$ cat src/rtl/game_controller_pkg.sv
// Shared definitions for the dino game: state encoding, screen geometry and
// the obstacle/cat overlap test, so the renderer and the sequencer agree.
package game_controller_pkg;

    typedef enum logic [1:0] {
        STATE_START_GAME = 2'b00,
        STATE_PLAY       = 2'b01,
        STATE_GAME_OVER  = 2'b10
    } game_state_t;

    localparam int SCREEN_WIDTH = 128;
    localparam int OBS_WIDTH    = 8;
    localparam int CAT_X        = 40;
    localparam int CAT_WIDTH    = 16;

    // Horizontal overlap of the obstacle with the cat; the right edge is
    // formed 9 bits wide so an obstacle near column 255 cannot wrap.
    function automatic logic obstacle_overlaps_cat(input logic [7:0] x);
        logic [8:0] left_edge;
        logic [8:0] right_edge;
        left_edge  = {1'b0, x};
        right_edge = left_edge + 9'(OBS_WIDTH);
        return (left_edge < 9'(CAT_X + CAT_WIDTH)) && (right_edge > 9'(CAT_X));
    endfunction

endpackage

$ cat src/rtl/button_debouncer.sv
// Raw active-low pushbutton -> 2-flop synchronizer -> stability counter ->
// one-cycle press pulse on a debounced released->pressed transition.
// A button already held when reset is released is ignored until it has been
// seen released at least once (the press pulse is "armed" by a release).
module button_debouncer #(
    parameter int DEBOUNCE_CYCLES = 270000
) (
    input  logic clk,
    input  logic rst,
    input  logic button,
    output logic press
);

    localparam int CNT_W = $clog2(DEBOUNCE_CYCLES + 1);

    logic [1:0]       sync_r;
    logic [CNT_W-1:0] stable_cnt_r;
    logic [CNT_W-1:0] stable_cnt_nxt;
    logic             level_r;      // 1 = debounced pressed
    logic             level_nxt;
    logic             armed_r;
    logic             armed_nxt;
    logic             press_r;
    logic             press_nxt;
    logic             pressed_s;

    assign pressed_s = ~sync_r[1];
    assign press     = press_r;

    // Two-flop synchronizer; resets to the "pressed" raw value so a stale
    // released sample cannot arm the press pulse right after reset.
    always_ff @(posedge clk) begin
        if (rst) begin
            sync_r <= 2'b00;
        end else begin
            sync_r <= {sync_r[0], button};
        end
    end

    // Count consecutive cycles that disagree with the debounced level and
    // flip the level once the count reaches DEBOUNCE_CYCLES.
    always_comb begin
        level_nxt      = level_r;
        stable_cnt_nxt = {CNT_W{1'b0}};
        armed_nxt      = armed_r | ~pressed_s;
        if (pressed_s != level_r) begin
            if (stable_cnt_r == CNT_W'(DEBOUNCE_CYCLES - 1)) begin
                level_nxt      = pressed_s;
                stable_cnt_nxt = {CNT_W{1'b0}};
            end else begin
                stable_cnt_nxt = stable_cnt_r + CNT_W'(1);
            end
        end else begin
            stable_cnt_nxt = {CNT_W{1'b0}};
        end
        press_nxt = armed_r & ~level_r & level_nxt;
    end

    // Debouncer state registers.
    always_ff @(posedge clk) begin
        if (rst) begin
            stable_cnt_r <= {CNT_W{1'b0}};
            level_r      <= 1'b0;
            armed_r      <= 1'b0;
            press_r      <= 1'b0;
        end else begin
            stable_cnt_r <= stable_cnt_nxt;
            level_r      <= level_nxt;
            armed_r      <= armed_nxt;
            press_r      <= press_nxt;
        end
    end

endmodule

$ cat src/rtl/game_controller.sv
// Frame-paced sequencer for the OLED dino game: START/PLAY/GAME_OVER FSM,
// jump timer, obstacle scheduler, collision detection and score. All game
// state advances only on frame_tick; every output is a register.
module game_controller
    import game_controller_pkg::*;
#(
    parameter int DEBOUNCE_CYCLES = 270000,
    parameter int WARMUP_FRAMES   = 60,
    parameter int JUMP_FRAMES     = 20
) (
    input  logic        clk,
    input  logic        rst,
    input  logic        frame_tick,
    input  logic        button,
    output logic [1:0]  game_state,
    output logic        jump_offset,
    output logic [7:0]  obs_x,
    output logic        obs_valid,
    output logic [15:0] score,
    output logic        collision
);

    localparam int WARM_W = $clog2(WARMUP_FRAMES + 1);
    localparam int JUMP_W = $clog2(JUMP_FRAMES + 1);

    game_state_t       state_r;
    game_state_t       state_nxt;
    logic              jump_offset_r;
    logic              jump_offset_nxt;
    logic [7:0]        obs_x_r;
    logic [7:0]        obs_x_nxt;
    logic              obs_valid_r;
    logic              obs_valid_nxt;
    logic [15:0]       score_r;
    logic [15:0]       score_nxt;
    logic              collision_r;
    logic              collision_nxt;
    logic              press_pending_r;
    logic              press_pending_nxt;
    logic [WARM_W-1:0] warmup_cnt_r;
    logic [WARM_W-1:0] warmup_cnt_nxt;
    logic [JUMP_W-1:0] jump_cnt_r;
    logic [JUMP_W-1:0] jump_cnt_nxt;
    logic              press_pulse_s;
    logic              press_now_s;
    logic              hit_s;

    button_debouncer #(
        .DEBOUNCE_CYCLES(DEBOUNCE_CYCLES)
    ) u_button (
        .clk   (clk),
        .rst   (rst),
        .button(button),
        .press (press_pulse_s)
    );

    assign game_state  = state_r;
    assign jump_offset = jump_offset_r;
    assign obs_x       = obs_x_r;
    assign obs_valid   = obs_valid_r;
    assign score       = score_r;
    assign collision   = collision_r;

    // Next-state logic: press latch, FSM, obstacle, jump timer and score.
    always_comb begin
        state_nxt         = state_r;
        jump_offset_nxt   = jump_offset_r;
        obs_x_nxt         = obs_x_r;
        obs_valid_nxt     = obs_valid_r;
        score_nxt         = score_r;
        collision_nxt     = 1'b0;
        warmup_cnt_nxt    = warmup_cnt_r;
        jump_cnt_nxt      = jump_cnt_r;
        // A pulse arriving on the tick itself is consumed by that tick.
        press_now_s       = press_pending_r | press_pulse_s;
        press_pending_nxt = press_now_s;
        hit_s             = obs_valid_r & ~jump_offset_r & obstacle_overlaps_cat(obs_x_r);

        if (frame_tick) begin
            press_pending_nxt = 1'b0;
            case (state_r)
                STATE_START_GAME: begin
                    if (press_now_s) begin
                        state_nxt       = STATE_PLAY;
                        score_nxt       = 16'h0000;
                        obs_x_nxt       = 8'(SCREEN_WIDTH);
                        warmup_cnt_nxt  = WARM_W'(WARMUP_FRAMES);
                        jump_cnt_nxt    = {JUMP_W{1'b0}};
                        jump_offset_nxt = 1'b0;
                        obs_valid_nxt   = 1'b0;
                    end else begin
                        state_nxt = STATE_START_GAME;
                    end
                end
                STATE_PLAY: begin
                    if (hit_s) begin
                        // Collision wins over a simultaneous press, which is dropped.
                        state_nxt       = STATE_GAME_OVER;
                        collision_nxt   = 1'b1;
                        jump_offset_nxt = 1'b0;
                        jump_cnt_nxt    = {JUMP_W{1'b0}};
                    end else begin
                        if (warmup_cnt_r != {WARM_W{1'b0}}) begin
                            warmup_cnt_nxt = warmup_cnt_r - WARM_W'(1);
                            obs_x_nxt      = 8'(SCREEN_WIDTH);
                            obs_valid_nxt  = 1'b0;
                        end else begin
                            obs_valid_nxt = 1'b1;
                            if (obs_x_r == 8'd0) begin
                                obs_x_nxt = 8'(SCREEN_WIDTH);
                                if (score_r == 16'hFFFF) begin
                                    score_nxt = 16'hFFFF;
                                end else begin
                                    score_nxt = score_r + 16'd1;
                                end
                            end else begin
                                obs_x_nxt = obs_x_r - 8'd1;
                            end
                        end
                        // A press while airborne is discarded, not queued.
                        if (press_now_s && (jump_cnt_r == {JUMP_W{1'b0}})) begin
                            jump_cnt_nxt    = JUMP_W'(JUMP_FRAMES);
                            jump_offset_nxt = 1'b1;
                        end else if (jump_cnt_r != {JUMP_W{1'b0}}) begin
                            jump_cnt_nxt    = jump_cnt_r - JUMP_W'(1);
                            jump_offset_nxt = (jump_cnt_r != JUMP_W'(1));
                        end else begin
                            jump_offset_nxt = 1'b0;
                        end
                    end
                end
                STATE_GAME_OVER: begin
                    // Final scene stays on screen until the player restarts.
                    if (press_now_s) begin
                        state_nxt     = STATE_START_GAME;
                        obs_valid_nxt = 1'b0;
                    end else begin
                        state_nxt = STATE_GAME_OVER;
                    end
                end
                default: begin
                    state_nxt       = STATE_START_GAME;
                    jump_offset_nxt = 1'b0;
                    jump_cnt_nxt    = {JUMP_W{1'b0}};
                    obs_valid_nxt   = 1'b0;
                end
            endcase
        end else begin
            state_nxt = state_r;
        end
    end

    // Game state registers; rst wins regardless of frame_tick.
    always_ff @(posedge clk) begin
        if (rst) begin
            state_r         <= STATE_START_GAME;
            jump_offset_r   <= 1'b0;
            obs_x_r         <= 8'(SCREEN_WIDTH);
            obs_valid_r     <= 1'b0;
            score_r         <= 16'h0000;
            collision_r     <= 1'b0;
            press_pending_r <= 1'b0;
            warmup_cnt_r    <= {WARM_W{1'b0}};
            jump_cnt_r      <= {JUMP_W{1'b0}};
        end else begin
            state_r         <= state_nxt;
            jump_offset_r   <= jump_offset_nxt;
            obs_x_r         <= obs_x_nxt;
            obs_valid_r     <= obs_valid_nxt;
            score_r         <= score_nxt;
            collision_r     <= collision_nxt;
            press_pending_r <= press_pending_nxt;
            warmup_cnt_r    <= warmup_cnt_nxt;
            jump_cnt_r      <= jump_cnt_nxt;
        end
    end

endmodule
$ cat config.mk
export PLATFORM = sky130hd
export DESIGN_NAME = game_controller
export DESIGN_NICKNAME = d
export VERILOG_FILES = /design/src/rtl/game_controller_pkg.sv /design/src/rtl/button_debouncer.sv /design/src/rtl/game_controller.sv
export SDC_FILE = /design/constraint.sdc
export NUM_CORES = 1
export LEC_CHECK = 0
export ABC_CLOCK_PERIOD_IN_PS = 2260
export CELL_PAD_IN_SITES_DETAIL_PLACEMENT = 1
export CELL_PAD_IN_SITES_GLOBAL_PLACEMENT = 2
export CORE_AREA = 10 10 113 115
export CTS_CLUSTER_DIAMETER = 200
export DETAILED_ROUTE_END_ITERATION = 7
export DIE_AREA = 0 0 123 125
export PLACE_DENSITY = 0.77
export SLEW_MARGIN = 10
export SYNTH_ARGS = -nofsm -noshare
export SYNTH_HDL_FRONTEND = slang
export SYNTH_SLANG_ARGS = --single-unit
$ cat constraint.sdc
create_clock -name clk -period 2.26 [get_ports clk]
set_input_delay 0.565 -clock clk [delete_from_list [all_inputs] [get_ports clk]]
set_output_delay 0.565 -clock clk [all_outputs]
set_load 0.1 [all_outputs]
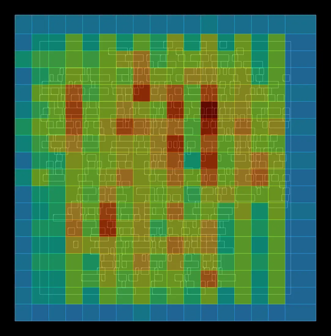
*Track usage over the die, run 1*
most utilized layer in the global route result: met2
global-route track usage on met2: 18.5%

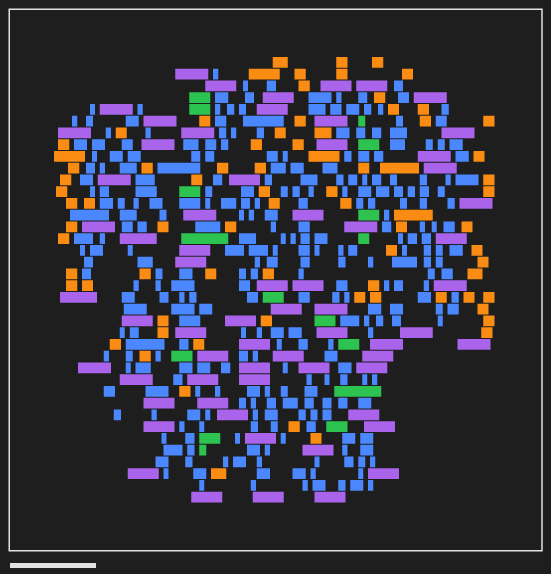
*Cell classes on the final placement, run 1*
Scale bar: 20 um.
| class | colour | cells | share of their area |
|---|---|---|---|
| flops | purple | 65 | 32% |
| clock drivers and dummy loads | green | 16 | 5.5% |
| other buffers and delay cells | orange | 77 | 16% |
| all other logic | blue | 292 | 47% |

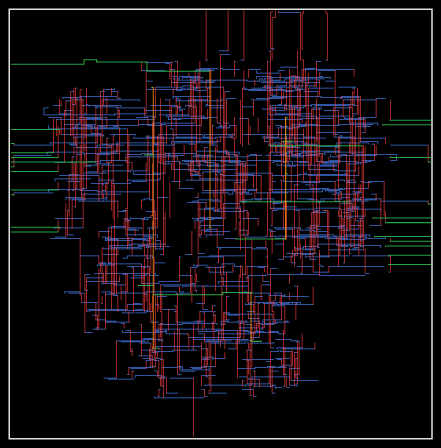
*Metal layers overlaid, run 1*
| layer | colour | wire length |
|---|---|---|
| met1 | blue | 4,260 um |
| met4 | orange | 171 um |
| met3 | green | 436 um |
| met2 | red | 4,290 um |
Post-Route WL: 9160 um
Overall Global Routing Usage: 11.9%
count of vias placed by the detailed router: 2,982

==> out/results.md, run 1 <==
| Result | Reported | Unit |
| --- | --- | --- |
| Final Hold Viols | 0 | - |
| Number of clock sinks | 65 | - |
| Logic area | 0.00189 | mm2 |
| Post-Syn Nets | 382 | - |
| Distinct lib cells used | 65 | - |
| Transition at the pin with the smallest max-transition slack | 640 | ps |
| Placement Cell Area | 0.00392 | mm2 |
| Buffer count excluding the clock tree in the final layout | 77 | - |
| Min-Delay Startpoint | u_button.sync_r[0] | - |
| Source-to-sink clock delay at the later pin of the worst-skew pair | 350 | ps |
| Die ar. | 0.0154 | mm2 |
| Share of synthesized registers carrying an async set or reset | 0 | % |
| Fill cell count | 1,248 | - |
| DP Worst Slack | -139 | ps |
| Global-route wire length before repair | 15,000 | um |
| Proportion of cell area occupied by registers | 30.7 | % |
| Horizontal die dimension | 123 | um |
| PD cells | 541 | mW/mm2 |
| Run status | finished clean | - |
| Type of destination of the critical path | register | - |
| Count of inserted tapcells | 140 | - |
| Number of detailed-routing iterations run before antenna repair | 4 | - |
| Final TNS setup | 0 | ps |
| Cell count after placement | 566 | - |
| Number of cell instances after yosys synthesis | 371 | - |
| Die outline height | 125 | um |
| Setup crit start | obs_x[0] | - |
| Routability cong. | 0.775 | - |
| Highest achievable clock rate | 450 | MHz |
| Worst stage delay on the critical path | 490 | ps |
| Post-route cell area | 0.00436 | mm2 |
| Syn Inst Count | 371 | - |
| Number of cells on the worst hold path | 1 | - |
| I/O pins | 33 | - |
| Fraction of cell area in non-clock buffers | 15.2 | % |
| Ratio of cells with drive above 1 in the final layout | 33.3 | % |
| Tally of clock buffers in the finished layout | 11 | - |
| Total gr overflow | 0 | - |
| Number of synthesized flops with an enable pin | 0 | - |
| Post-CTS clock slew at the launch and capture registers of the worst setup and hold paths | 70 | ps |
| Number of diodes | 0 | - |
| Clock Skews | 6.68 | ps |
| Worst IR drop on VDD | 199 | uV |
| DR DRC count | 0 | - |
| Sequential fraction of the synthesis area | 40.8 | % |
| Area delta synth->final | 36.8 | % |
| Slew HR | 57.3 | % |
| Fp util | 30.0 | % |
| Post-detailed-route via-to-cell ratio | 5.05 | - |
==> run 1: where the power goes <==
part | switching (W) | internal [W]
logic | 0.0000321 | 0.0000185
clock network | 0.000475 | 0.000677
registers | 0.00000525 | 0.00115
==> run 1: synthesized netlist by cell type (2+ instances only) <==
cell type / number / area (um2)
sky130_fd_sc_hd__nand2_1: 27 / 101
sky130_fd_sc_hd__a31oi_1: 5 / 31.3
sky130_fd_sc_hd__dfxtp_1: 65 / 1300
sky130_fd_sc_hd__o31ai_1: 2 / 15.0
sky130_fd_sc_hd__o21ai_0: 15 / 75.1
sky130_fd_sc_hd__xor2_1: 17 / 149
sky130_fd_sc_hd__o32ai_1: 2 / 17.5
sky130_fd_sc_hd__and4_1: 2 / 17.5
sky130_fd_sc_hd__inv_1: 15 / 56.3
sky130_fd_sc_hd__and3_1: 4 / 25.0
sky130_fd_sc_hd__mux2i_1: 2 / 20.0
sky130_fd_sc_hd__nand2b_1: 6 / 37.5
sky130_fd_sc_hd__o21ai_1: 4 / 20.0
sky130_fd_sc_hd__a311oi_1: 6 / 52.6
sky130_fd_sc_hd__nand4_1: 12 / 75.1
sky130_fd_sc_hd__nor3b_1: 2 / 15.0
sky130_fd_sc_hd__nor3_1: 11 / 55.1
sky130_fd_sc_hd__a21o_1: 3 / 22.5
sky130_fd_sc_hd__nor4b_1: 4 / 35.0
sky130_fd_sc_hd__a211oi_1: 6 / 45.0
sky130_fd_sc_hd__nand3_1: 16 / 80.1
sky130_fd_sc_hd__nand3b_1: 3 / 22.5
sky130_fd_sc_hd__buf_2: 2 / 10.0
sky130_fd_sc_hd__xnor2_1: 8 / 70.1
sky130_fd_sc_hd__nor4_1: 3 / 18.8
sky130_fd_sc_hd__nor2b_1: 7 / 43.8
sky130_fd_sc_hd__or3_1: 5 / 31.3
sky130_fd_sc_hd__clkbuf_1: 10 / 37.5
sky130_fd_sc_hd__a21oi_1: 15 / 75.1
sky130_fd_sc_hd__a41oi_1: 2 / 17.5
sky130_fd_sc_hd__ha_1: 7 / 87.6
sky130_fd_sc_hd__nor2_1: 49 / 184
sky130_fd_sc_hd__o211ai_1: 2 / 15.0
==> run 1: kinds of logic after synthesis <==
kind of cell,Yosys count,share of synthesized area [%]
compound gates,80,18.6
xor+xnor,25,6.87
fa+ha+maj,7,2.75
buf+inv,29,3.61
flops,65,40.8
mux,3,0.982
simple gates,162,26.4
==> run 1: through the flow <==
step                      hold WS (ps)  util [%]
after floorplan                    414         -
after global placement             422      36.9
after detailed placement           428      36.9
after CTS                          447      39.3
after global routing               459      41.1
final                              444      41.1
==> run 1: state kept, by name, summed over array words and instances (netlist names) <==
name	count
press_pending_r	1
obs_x	8
u_button.press	1
u_button.stable_cnt_r	19
u_button.armed_r	1
jump_cnt_r	5
u_button.sync_r	2
obs_valid	1
u_button.level_r	1
game_state	2
warmup_cnt_r	6
collision	1
jump_offset	1
score	16
==> run 1: routing by layer <==
| layer | routed length (um) | vias to the layer above | GRT usage (%) |
|---|---|---|---|
| li1 | - | 1496 | - |
| met1 | 4260 | 1433 | 14.9 |
| met2 | 4290 | 41 | 18.5 |
| met3 | 436 | 12 | 2.97 |
| met4 | 171 | 0 | 5.55 |
| met5 | 0 | - | 0 |
==> run 2: changes to the inputs <==
--- a/config.mk
+++ b/config.mk
@@ -5,13 +5,12 @@
 export SDC_FILE = /design/constraint.sdc
 export NUM_CORES = 1
 export LEC_CHECK = 0
-export ABC_CLOCK_PERIOD_IN_PS = 2260
 export CELL_PAD_IN_SITES_DETAIL_PLACEMENT = 1
 export CELL_PAD_IN_SITES_GLOBAL_PLACEMENT = 2
-export CORE_AREA = 10 10 113 115
+export CORE_AREA = 2 2 105 107
 export CTS_CLUSTER_DIAMETER = 200
 export DETAILED_ROUTE_END_ITERATION = 7
-export DIE_AREA = 0 0 123 125
+export DIE_AREA = 0 0 107 109
 export PLACE_DENSITY = 0.77
 export SLEW_MARGIN = 10
 export SYNTH_ARGS = -nofsm -noshare
==> constraint.sdc (replaced) <==
create_clock -name clk -period 2.26 [get_ports clk]
set_input_delay 0.565 -clock clk [delete_from_list [all_inputs] [get_ports clk]]
set_output_delay 0.565 -clock clk [all_outputs]
set_load 0.02 [all_outputs]
==> run 2 against run 1 <==
Setup slack improved by 55 ps. Die area decreased by 24%. Flip-flop count unchanged. Clock power decreased by 8%. Combinational power decreased by 1%. Fmax increased by 2.5%. Sequential share of layout area increased by 0.25 points. Count of clock-buffer cells in the layout increased by 3. Routed wire length decreased by 4.0%. Worst hold slack got worse by 4.1 ps. Via count decreased by 0.13%. Core utilization decreased by 1.3 points. Critical path type is now register to primary output. Largest cell class unchanged. Highest routed layer unchanged.
==> out/results.md, run 2 <==
| Result | Reported | Unit | Delta |
| --- | --- | --- | --- |
| Number of detailed-routing iterations run before antenna repair | 4 | - | unchanged |
| Sequential fraction of the synthesis area | 40.8 | % | unchanged |
| Fp util | 30.0 | % | unchanged |
| Total gr overflow | 0 | - | unchanged |
| Number of diodes | 0 | - | unchanged |
| Met3 routed wirelength | 227 | um | -48% |
| Cell type with the largest total area | sky130_fd_sc_hd__dfxtp_1 | - |  |
| I/O pins | 33 | - | unchanged |
| Highest achievable clock rate | 462 | MHz | +2.5% |
| Largest Register | u_button.stable_cnt_r | - |  |
| Routability cong. | 0.785 | - | +1.2% |
| Post-synth area hogs | sky130_fd_sc_hd__dfxtp_1 41%, sky130_fd_sc_hd__nor2_1 5.8%, sky130_fd_sc_hd__xor2_1 4.7% | - |  |
| Count leader, synth | sky130_fd_sc_hd__dfxtp_1 | - |  |
| Ratio of cells with drive above 1 in the final layout | 18.3 | % | -15 points |
| PD cells | 538 | mW/mm2 | -0.51% |
| Worst stage delay on the critical path | 680 | ps | +190 ps |
| Type of destination of the critical path | primary output | - |  |
| Max reg flops | 19 | - | unchanged |
| Fill cell count | 1,254 | - | +0.48% |
| Count of vias placed by the detailed router | 2,978 | - | -0.13% |
| DR DRC count | 0 | - | unchanged |
| Final Hold Viols | 0 | - | unchanged |
| Distinct lib cells used | 65 | - | unchanged |
| Most frequent cells after synthesis | 65 x sky130_fd_sc_hd__dfxtp_1, 49 x sky130_fd_sc_hd__nor2_1, 27 x sky130_fd_sc_hd__nand2_1, 17 x sky130_fd_sc_hd__xor2_1, 16 x sky130_fd_sc_hd__nand3_1 | - |  |
| Max layer used | met4 | - |  |
| Number of clock sinks | 65 | - | unchanged |
| Syn Inst Count | 371 | - | unchanged |
| Run status | finished clean | - |  |
| Overall Global Routing Usage | 15.8 | % | +3.9 points |
| Area delta synth->final | 32.5 | % |  |
| Number of synthesized flops with an enable pin | 0 | - | unchanged |
| Final TNS setup | 0 | ps | unchanged |
| Post-Syn Nets | 382 | - | unchanged |
| Wl on met1 | 4170 | um | -2.1% |
| Share of synthesized registers carrying an async set or reset | 0 | % | unchanged |
| Slew HR | 62.5 | % | +5.1 points |
| Die ar. | 0.0117 | mm2 | -24% |
| Cell count after placement | 563 | - | -0.53% |
| Post-detailed-route via-to-cell ratio | 5.11 | - | +1.1% |
| Utilization after layout | 39.8 | % | -1.3 points |
| Number of cell instances after yosys synthesis | 371 | - | unchanged |
| Clock Skews | 10.0 | ps | +3.33 ps |
| Met2 layer wire length in the routed design | 4270 | um | -0.68% |
| Share of the synthesized area in the top cell type | 40.8 | % | unchanged |
run 2: cell counts after synthesis:
Identical to the previous run, type by type.
run 2: logic make-up (layout without fill, tap and decap cells):
logic type | count (synthesis) | after routing | synth area share (%)
buf+inv | 29 | 101 | 3.61
flops | 65 | 65 | 40.8
simple gates | 162 | 162 | 26.4
xor+xnor | 25 | 25 | 6.87
fa+ha+maj | 7 | 7 | 2.75
compound gates | 80 | 80 | 18.6
mux | 3 | 3 | 0.982
run 2: area by class of cell:
type	instances	area (um2)	share of cell area (%)
inverters	15	56.3	1.33
flip-flops and latches	65	1310	30.9
multi-input cells	277	1830	43.4
clock buffers	14	173	4.09
clock inverters	2	35.0	0.830
well taps	140	175	4.15
repair buffers	70	643	15.2
run 2: routing by layer:
metal  up-vias  track usage [%]
li1       1478                -
met1      1447             19.4
met2        44             26.7
met3         9             2.93
met4         0             7.42
met5         -                0
run 2: timing repair:
action,4_1_cts,5_1_grt
buffers inserted,1,2
cloned,0,1
pin swaps,6,7
setup endpoints to repair,11,29
resized,12,12
run 2: where the power goes:
part           internal [W]  switching [W]
Combinational     0.0000186      0.0000311
Sequential          0.00115     0.00000508
Clock              0.000600       0.000465
run 2: final timing paths:
path,start,to,depth (start not counted)
hold / removal,u_button.sync_r[0],u_button.sync_r[1],1
hold reg to reg,u_button.sync_r[0],u_button.sync_r[1],1
setup reg to reg,warmup_cnt_r[0],score[14],7
setup / recovery,game_state[0],game_state[0],1
run 2: through the flow:
step | power [W] | hold slack, ps | cell area, um2
final | 0.00227 | 440 | 4220
after global routing | 0.00235 | 477 | 4220
after CTS | 0.00230 | 459 | 4140
after global placement | 0.00123 | 442 | 3890
after detailed placement | 0.00123 | 444 | 3890
after floorplan | 0.00121 | 414 | 3190
run 2: worst reg2reg max path: stages (launching register included):
cell and delay, ps:
sky130_fd_sc_hd__dfxtp_2 330, sky130_fd_sc_hd__inv_2 80, sky130_fd_sc_hd__ha_4 130, sky130_fd_sc_hd__or4b_4 490
sky130_fd_sc_hd__o41ai_4 360, sky130_fd_sc_hd__nand2_2 90, sky130_fd_sc_hd__or3_1 390, sky130_fd_sc_hd__a221oi_2 210
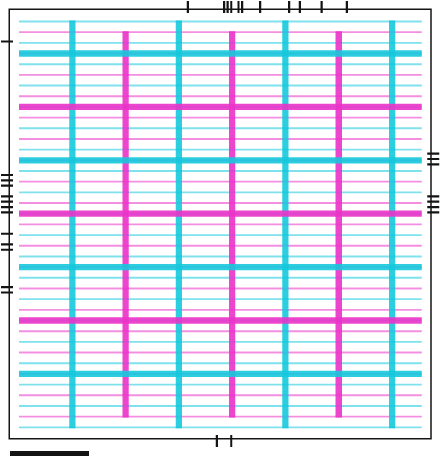
*PDN straps and rails, run 2*
Scale bar: 20 um. Pins as bars on the die edge.
| net | colour |
|---|---|
| VDD | magenta |
| VSS | cyan |
met4 straps: 7
signal pins: 33
met5 straps: 7
die outline height: 109 um
worst IR drop on VDD: 247 uV
horizontal die dimension: 107 um
core region area: 0.0106 mm2

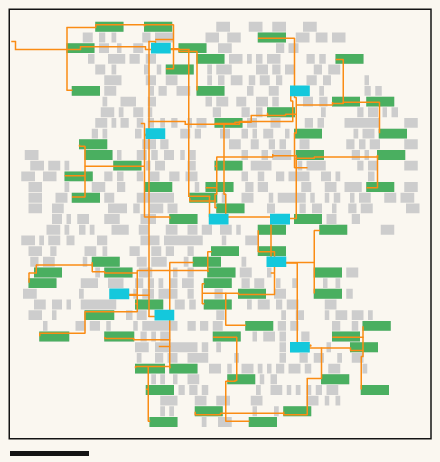
*Clock wires, drivers and flops, run 2*
Scale bar: 20 um.
[clock wires] orange | length: 1,080 um
[cells driving clock nets] cyan | count: 9
[flip-flops] green | count: 65
routed clock nets: 10
flops lie: spread over the die

==> run 3: changes to the inputs <==
--- a/config.mk
+++ b/config.mk
@@ -5,6 +5,7 @@
 export SDC_FILE = /design/constraint.sdc
 export NUM_CORES = 1
 export LEC_CHECK = 0
+export ABC_CLOCK_PERIOD_IN_PS = 2260
 export CELL_PAD_IN_SITES_DETAIL_PLACEMENT = 1
 export CELL_PAD_IN_SITES_GLOBAL_PLACEMENT = 2
 export CORE_AREA = 2 2 105 107
==> run 3 against run 2 <==
Worst hold slack did not move. Non-clock buffer count is the same. Sequential power about the same. Global-route usage unchanged. Largest cell class unchanged. Synthesized cell count is the same. Die area unchanged. Via count did not move. Final cell count did not move. Power did not move.
==> out/results.md, run 3 <==
| Result | Reported | Unit | Delta |
| --- | --- | --- | --- |
| Run status | finished clean | - |  |
| Sequential fraction of the synthesis area | 40.8 | % | unchanged |
| Mux contribution to synthesized area | 0.982 | % | unchanged |
| Post-Syn Nets | 382 | - | unchanged |
| Share of the synthesized area in the top cell type | 40.8 | % | unchanged |
| Aoi/oai-family share of the synthesized area | 18.6 | % | unchanged |
| Number of cell instances after yosys synthesis | 371 | - | unchanged |
| Worst IR drop on VDD | 247 | uV | unchanged |
| Worst stage delay on the critical path | 680 | ps | about the same |
| Logic area | 0.00183 | mm2 | unchanged |
| End of the worst register-to-register path | score[14] | - |  |
| Count leader, synth | sky130_fd_sc_hd__dfxtp_1 | - |  |
| Setup crit start | game_state[0] | - |  |
| Routability cong. | 0.785 | - | unchanged |
| Core region area | 0.0106 | mm2 | unchanged |
| Ratio of cells with drive above 1 in the final layout | 18.3 | % | unchanged |
| Most frequent cells after synthesis | 65 x sky130_fd_sc_hd__dfxtp_1, 49 x sky130_fd_sc_hd__nor2_1, 27 x sky130_fd_sc_hd__nand2_1, 17 x sky130_fd_sc_hd__xor2_1, 16 x sky130_fd_sc_hd__nand3_1 | - |  |
| Die outline height | 109 | um | unchanged |
| Highest achievable clock rate | 462 | MHz | unchanged |
| Distinct lib cells used | 65 | - | unchanged |
| Horizontal die dimension | 107 | um | unchanged |
| Clock Skews | 10.0 | ps | unchanged |
| Fill cell count | 1,254 | - | unchanged |
| Post-route cell area | 0.00422 | mm2 | unchanged |
| Count of vias placed by the detailed router | 2,978 | - | unchanged |
| Cell type with the largest total area | sky130_fd_sc_hd__dfxtp_1 | - |  |
| Sequential Area | 0.00131 | mm2 | unchanged |
| Parity-gate share of the synthesized area counting xor and xnor cells | 6.87 | % | unchanged |
| PD cells | 538 | mW/mm2 | unchanged |
| Adder Share, Synth | 2.75 | % | unchanged |
| Simple-gate share of the synthesized area | 26.4 | % | unchanged |
| Syn Inst Count | 371 | - | unchanged |
| Number of cells on the worst hold path | 1 | - | unchanged |
| Length in cells of the worst reg-to-reg path | 7 | - | unchanged |
| Max reg flops | 19 | - | unchanged |
| Fp util | 30.0 | % | unchanged |
| DR DRC count | 0 | - | unchanged |
| Total gr overflow | 0 | - | unchanged |
| Share of synthesized registers carrying an async set or reset | 0 | % | unchanged |
| Worst reg2reg startpoint | warmup_cnt_r[0] | - |  |
| Dominant comb cell | simple AND/OR/NAND/NOR gates | - |  |
| Final Hold Viols | 0 | - | unchanged |
| Largest Register | u_button.stable_cnt_r | - |  |
| Termination of the worst setup path | game_state[0] | - |  |
-- run 3: worst min path at each step --
stage	start	endpoint
6_report	u_button.sync_r[0]	u_button.sync_r[1]
3_5_place_dp	u_button.sync_r[0]	u_button.sync_r[1]
2_1_floorplan	u_button.sync_r[0]	u_button.sync_r[1]
4_1_cts	u_button.sync_r[0]	u_button.sync_r[1]
3_3_place_gp	u_button.sync_r[0]	u_button.sync_r[1]
5_1_grt	u_button.sync_r[0]	u_button.sync_r[1]
-- run 3: area by class of cell --
cell class                      count  area share [%]
Clock buffer                       14            4.09
Clock inverter                      2           0.830
Inverter                           15            1.33
Multi-Input combinational cell    277            43.4
Sequential cell                    65            30.9
Tap cell                          140            4.15
Timing Repair Buffer               70            15.2
-- run 3: timing repair --
| item | in CTS | in global routing |
|---|---|---|
| gates resized | 12 | 12 |
| gates cloned | 0 | 1 |
| pin swaps | 6 | 7 |
| hold endpoints to repair | 0 | 0 |
| endpoints found under the setup margin | 11 | 29 |
| setup buffers | 1 | 2 |
-- run 3: through the flow --
step	std cells	setup TNS [ps]	util, %	hold slack (ps)	power [W]
detailed placement	563	-2810	36.7	444	0.00123
floorplan	371	0	-	414	0.00121
global route	583	-60.6	39.8	477	0.00235
global placement	563	-2290	36.7	442	0.00123
finish	583	0	39.8	440	0.00227
CTS	580	0	39.0	459	0.00230
-- run 3: metal layers --
layer | GRT usage (%) | up-vias | share of wire, %
met2 | 26.7 | 44 | 49
met1 | 19.4 | 1447 | 47
met5 | 0 | - | 0
li1 | - | 1478 | -
met4 | 7.42 | 0 | 1.5
met3 | 2.93 | 9 | 2.6
-- run 3: report_power, final --
part | switching (W) | internal (W) | leakage, nW
sequential | 0.00000508 | 0.00115 | 0.527
clock | 0.000465 | 0.000600 | 0.107
combinational | 0.0000311 | 0.0000186 | 0.856
total | 0.000501 | 0.00177 | 1.49
-- run 3: logic make-up (layout without fill, tap and decap cells) --
group                      after synthesis  count (layout)
and+or+nand+nor                        162             162
AOI/OAI and AO/OA                       80              80
DFF                                     65              65
buffers and inverters                   29             101
xor gates and xnor gates                25              25
adders and majority gates                7               7
muxes                                    3               3
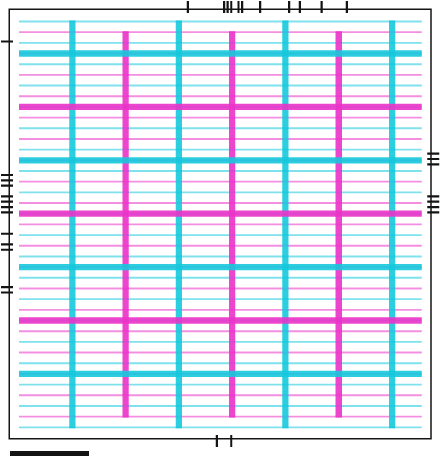
*PDN straps and rails, run 3*
Scale bar: 20 um. Pins as bars on the die edge.
| net | colour |
|---|---|
| VSS | cyan |
| VDD | magenta |
met5 straps: 7
rows: 38
met4 straps: 7

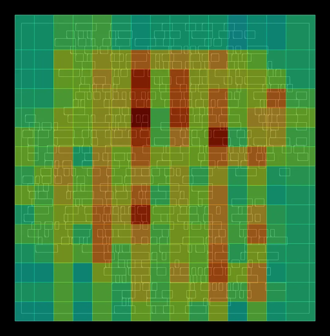
*Track usage over the die, run 3*
Overall Global Routing Usage: 15.8%
GR met1 Demand/Resource: 19.4%
global-route track usage on met2: 26.7%
routed length per placed instance: 15.1 um

Power figures rest on the tool's default switching activity, not on a simulated workload.
